**config.mk**
```make
export PLATFORM = sky130hd
export DESIGN_NAME = fpadd_scheduler
export DESIGN_NICKNAME = d
export VERILOG_FILES = /design/src/rtl/fpadd_scheduler.sv
export SDC_FILE = /design/constraint.sdc
export NUM_CORES = 1
export LEC_CHECK = 0
export CAP_MARGIN = 20
export CORE_MARGIN = 4
export CORE_UTILIZATION = 25
export CTS_CLUSTER_DIAMETER = 120
export DETAILED_ROUTE_END_ITERATION = 10
export GPL_TIMING_DRIVEN = 0
export HOLD_SLACK_MARGIN = 0.03
export MAX_ROUTING_LAYER = met4
export SETUP_SLACK_MARGIN = 0.05
export SLEW_MARGIN = 20
export SYNTH_ARGS = -nofsm -noshare
export SYNTH_HDL_FRONTEND = slang
export SYNTH_SLANG_ARGS = --single-unit
```
**constraint.sdc**
```tcl
create_clock -name clk -period 2.2 [get_ports clk]
set_input_delay 0.44 -clock clk [delete_from_list [all_inputs] [get_ports clk]]
set_output_delay 0.44 -clock clk [all_outputs]
set_load 0.01 [all_outputs]
```
**src/rtl/fpadd_scheduler.sv**
```systemverilog
// ---------------------------------------------------------------------------
// fpadd_scheduler
//
// Round-robin issue scheduler sharing one fixed-latency pipelined FP
// add/subtract datapath between two requesters. Operand sets are accepted
// over valid/ready handshakes. At most one is issued per cycle into the
// registered pipe_* outputs. A {valid, id} tag delay line follows each
// operation through the external pipeline, so the result is routed back to
// the requester that issued it.
//
// Ports
//   clk, rst                       clock, synchronous active-high reset
//   req{0,1}_valid / _ready        operand handshake (ready is combinational)
//   req{0,1}_a/_b (23) _p/_q (8)   mantissa / exponent operands
//   req{0,1}_m                     mode, 1 = add, 0 = subtract
//   pipe_a/_b/_p/_q/_m, pipe_valid registered operands to the shared datapath
//   pipe_exp, pipe_mant            datapath result, valid LATENCY edges after
//                                  the operands change
//   rsp{0,1}_valid                 one-cycle result pulse per requester
//   rsp{0,1}_exp / _mant           result, held until that port's next pulse
//   busy                           high while any operation is in flight
// ---------------------------------------------------------------------------
module fpadd_scheduler #(
    parameter int LATENCY = 4
) (
    input  logic        clk,
    input  logic        rst,

    input  logic        req0_valid,
    output logic        req0_ready,
    input  logic [22:0] req0_a,
    input  logic [22:0] req0_b,
    input  logic [7:0]  req0_p,
    input  logic [7:0]  req0_q,
    input  logic        req0_m,

    input  logic        req1_valid,
    output logic        req1_ready,
    input  logic [22:0] req1_a,
    input  logic [22:0] req1_b,
    input  logic [7:0]  req1_p,
    input  logic [7:0]  req1_q,
    input  logic        req1_m,

    output logic [22:0] pipe_a,
    output logic [22:0] pipe_b,
    output logic [7:0]  pipe_p,
    output logic [7:0]  pipe_q,
    output logic        pipe_m,
    output logic        pipe_valid,
    input  logic [7:0]  pipe_exp,
    input  logic [22:0] pipe_mant,

    output logic        rsp0_valid,
    output logic [7:0]  rsp0_exp,
    output logic [22:0] rsp0_mant,
    output logic        rsp1_valid,
    output logic [7:0]  rsp1_exp,
    output logic [22:0] rsp1_mant,

    output logic        busy
);

    // Outstanding count spans 0..LATENCY+1.
    localparam int CW = $clog2(LATENCY + 2);
    localparam logic [CW-1:0] CNT_ONE = CW'(1);

    // Arbitration
    logic grant0;
    logic grant1;
    logic issue;
    logic win_id;

    // Registered state
    logic [22:0]    pipe_a_q, pipe_a_d;
    logic [22:0]    pipe_b_q, pipe_b_d;
    logic [7:0]     pipe_p_q, pipe_p_d;
    logic [7:0]     pipe_q_q, pipe_q_d;
    logic           pipe_m_q, pipe_m_d;
    logic           pipe_valid_q, pipe_valid_d;
    logic           last_q, last_d;
    logic [LATENCY:0] tag_vld_q, tag_vld_d;
    logic [LATENCY:0] tag_id_q, tag_id_d;
    logic [CW-1:0]  count_q, count_d;
    logic           rsp0_valid_q, rsp0_valid_d;
    logic [7:0]     rsp0_exp_q, rsp0_exp_d;
    logic [22:0]    rsp0_mant_q, rsp0_mant_d;
    logic           rsp1_valid_q, rsp1_valid_d;
    logic [7:0]     rsp1_exp_q, rsp1_exp_d;
    logic [22:0]    rsp1_mant_q, rsp1_mant_d;

    logic rsp_fire;
    logic rsp_id;

    // last_q = 1 means req1 was granted most recently, so req0 wins a tie.
    // Grants are suppressed during reset so nothing is accepted on a reset edge.
    always_comb begin
        grant0 = 1'b0;
        grant1 = 1'b0;
        if (!rst) begin
            if (req0_valid && (!req1_valid || last_q)) begin
                grant0 = 1'b1;
            end else if (req1_valid) begin
                grant1 = 1'b1;
            end
        end
    end

    assign req0_ready = grant0;
    assign req1_ready = grant1;
    assign issue      = grant0 | grant1;
    assign win_id     = grant1;

    // Tag delay line: stage 0 captures this cycle's issue, every stage shifts
    // unconditionally. Stage LATENCY lines up with the datapath result.
    assign tag_vld_d[0] = issue;
    assign tag_id_d[0]  = win_id;

    genvar gi;
    generate
        for (gi = 1; gi <= LATENCY; gi++) begin : g_tag
            assign tag_vld_d[gi] = tag_vld_q[gi-1];
            assign tag_id_d[gi]  = tag_id_q[gi-1];
        end
    endgenerate

    assign rsp_fire = tag_vld_q[LATENCY];
    assign rsp_id   = tag_id_q[LATENCY];

    // Issue path: operands held when nothing is issued.
    always_comb begin
        pipe_a_d     = pipe_a_q;
        pipe_b_d     = pipe_b_q;
        pipe_p_d     = pipe_p_q;
        pipe_q_d     = pipe_q_q;
        pipe_m_d     = pipe_m_q;
        pipe_valid_d = issue;
        last_d       = last_q;
        if (grant0) begin
            pipe_a_d = req0_a;
            pipe_b_d = req0_b;
            pipe_p_d = req0_p;
            pipe_q_d = req0_q;
            pipe_m_d = req0_m;
            last_d   = 1'b0;
        end else if (grant1) begin
            pipe_a_d = req1_a;
            pipe_b_d = req1_b;
            pipe_p_d = req1_p;
            pipe_q_d = req1_q;
            pipe_m_d = req1_m;
            last_d   = 1'b1;
        end
    end

    // Response path: only the addressed port's data registers are updated.
    always_comb begin
        rsp0_valid_d = rsp_fire & ~rsp_id;
        rsp1_valid_d = rsp_fire & rsp_id;
        rsp0_exp_d   = rsp0_exp_q;
        rsp0_mant_d  = rsp0_mant_q;
        rsp1_exp_d   = rsp1_exp_q;
        rsp1_mant_d  = rsp1_mant_q;
        if (rsp_fire && !rsp_id) begin
            rsp0_exp_d  = pipe_exp;
            rsp0_mant_d = pipe_mant;
        end
        if (rsp_fire && rsp_id) begin
            rsp1_exp_d  = pipe_exp;
            rsp1_mant_d = pipe_mant;
        end
    end

    // Outstanding operations; issue and response in one cycle cancel out.
    always_comb begin
        count_d = count_q;
        case ({issue, rsp_fire})
            2'b10:   count_d = count_q + CNT_ONE;
            2'b01:   count_d = count_q - CNT_ONE;
            default: count_d = count_q;
        endcase
    end

    always_ff @(posedge clk) begin
        if (rst) begin
            pipe_a_q     <= '0;
            pipe_b_q     <= '0;
            pipe_p_q     <= '0;
            pipe_q_q     <= '0;
            pipe_m_q     <= 1'b0;
            pipe_valid_q <= 1'b0;
            last_q       <= 1'b1;
            tag_vld_q    <= '0;
            tag_id_q     <= '0;
            count_q      <= '0;
            rsp0_valid_q <= 1'b0;
            rsp0_exp_q   <= '0;
            rsp0_mant_q  <= '0;
            rsp1_valid_q <= 1'b0;
            rsp1_exp_q   <= '0;
            rsp1_mant_q  <= '0;
        end else begin
            pipe_a_q     <= pipe_a_d;
            pipe_b_q     <= pipe_b_d;
            pipe_p_q     <= pipe_p_d;
            pipe_q_q     <= pipe_q_d;
            pipe_m_q     <= pipe_m_d;
            pipe_valid_q <= pipe_valid_d;
            last_q       <= last_d;
            tag_vld_q    <= tag_vld_d;
            tag_id_q     <= tag_id_d;
            count_q      <= count_d;
            rsp0_valid_q <= rsp0_valid_d;
            rsp0_exp_q   <= rsp0_exp_d;
            rsp0_mant_q  <= rsp0_mant_d;
            rsp1_valid_q <= rsp1_valid_d;
            rsp1_exp_q   <= rsp1_exp_d;
            rsp1_mant_q  <= rsp1_mant_d;
        end
    end

    assign pipe_a     = pipe_a_q;
    assign pipe_b     = pipe_b_q;
    assign pipe_p     = pipe_p_q;
    assign pipe_q     = pipe_q_q;
    assign pipe_m     = pipe_m_q;
    assign pipe_valid = pipe_valid_q;
    assign rsp0_valid = rsp0_valid_q;
    assign rsp0_exp   = rsp0_exp_q;
    assign rsp0_mant  = rsp0_mant_q;
    assign rsp1_valid = rsp1_valid_q;
    assign rsp1_exp   = rsp1_exp_q;
    assign rsp1_mant  = rsp1_mant_q;
    assign busy       = (count_q != '0);

endmodule

```
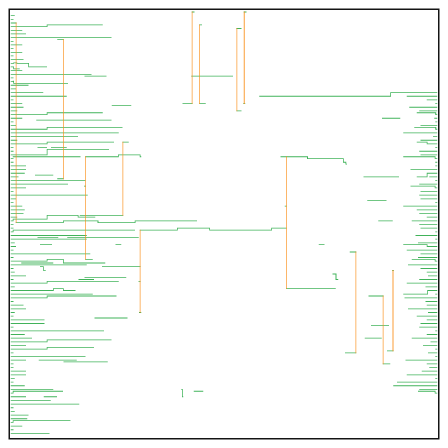
Figure 1: routed metal, one color a layer.
Only two layers are drawn.
Key: metal 4 = orange [wire length 491 µm]; metal 3 = green [wire length 2400 µm]
via count: 6362
total routing resource utilization after global routing: 18.54%
Avg WL per Cell: 18.20 µm
final routed wirelength across all metal layers: 23760 µm

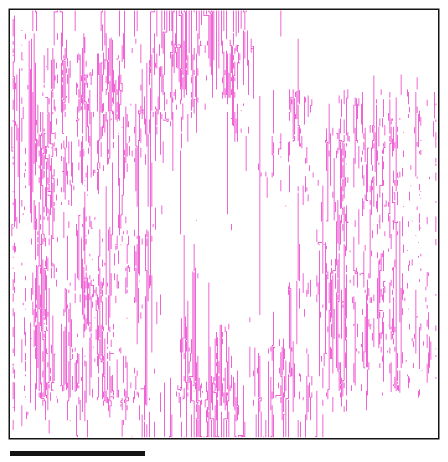
Figure 2: M2 wires.
Scale bar: 50 µm.
The longest straight run is 81.1 µm. The layer carries 11000 µm of wire. 988 nets have wire on it. The wires run mostly vertical.

==> notes.md <==
Purpose: to document the outcome of synthesis and place and route.

Worst setup path
The kind of end point of the critical path is a flop. Together, buffers and inverters on the worst path number 4. The slowest cell on the critical path is sky130_fd_sc_hd__dfxtp_4.

Yosys
The cell taking the most area after synthesis is sky130_fd_sc_hd__dfxtp_1. The total of warnings raised by yosys is 0. Multiplexer cells account for 0% of the synthesized area.

Of all flip-flops after synthesis, the portion carrying an async set or reset was 0%. Of the synthesized area, sequential elements account for 49.63%. The commonest cells after synthesis are sky130_fd_sc_hd__dfxtp_1 (141), sky130_fd_sc_hd__nand2_1 (126), sky130_fd_sc_hd__a21oi_1 (64).

For this design, Yosys synthesis ends with a cell count of 698. The unique cell type count in the Yosys netlist is 22.

Final timing
Setup repair after global routing could not meet its margin everywhere. Setup violations remaining at the end of the flow were counted as 0. The clock tree skew after final layout is 0.01196 ns.

Clock tree
The number of sinks on the clock net is 141. For the worst-skew pair, the clock arrives at the later sink with an insertion delay of 0.43 ns.

Layout
In the layout the commonest cells are sky130_fd_sc_hd__clkdlybuf4s50_1 (286), sky130_fd_sc_hd__dfxtp_1 (140), sky130_fd_sc_hd__nand2_1 (126), sky130_fd_sc_hd__a21oi_1 (64). Per the layout report, the design carries 18 clock buffers.

Hold path
The hold path endpoint is tag_vld_q[3].

Power and ir drop
The sequential fraction of design power is 40.8%. The internal power component is 4.766 mW. In this run, power in flip-flops and latches comes to 2.71 mW.

Place
Per the detailed placement report, the placed cell area equals 0.008996 mm². The number of cells after detailed placement is 1268. Routability-driven placement finished with a final weighted congestion of 0.8781.

Floorplanning
The chip footprint is 0.02523 mm².

Outcome
The flow ran to the end, and the final reports show no timing, DRC or antenna violations.

Global route
The layer flagged by global routing as most heavily used is met2.

Drt
The remaining routing DRC violations is 0.
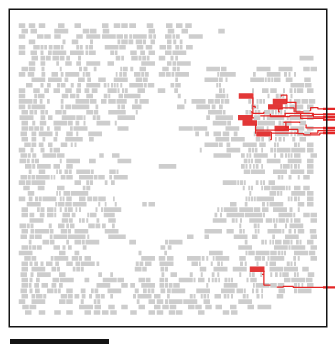
Figure 3: wires at chosen ports, followed through buffers.
Scale bar: 50 µm.
Key: `rsp1_exp` = red [direction output, edge right, end cells 8, wire 275 µm]
total I/O pin count: 292
count of input and output buffers: 290

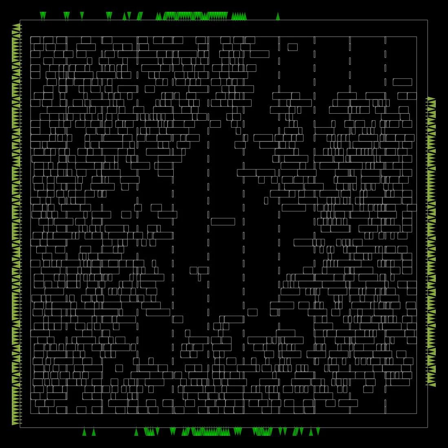
Figure 4: cell placement.
fraction of standard cell area that is sequential: 29.33%
Util after Layout: 43.61%

Power and IR drop assume default switching activity.
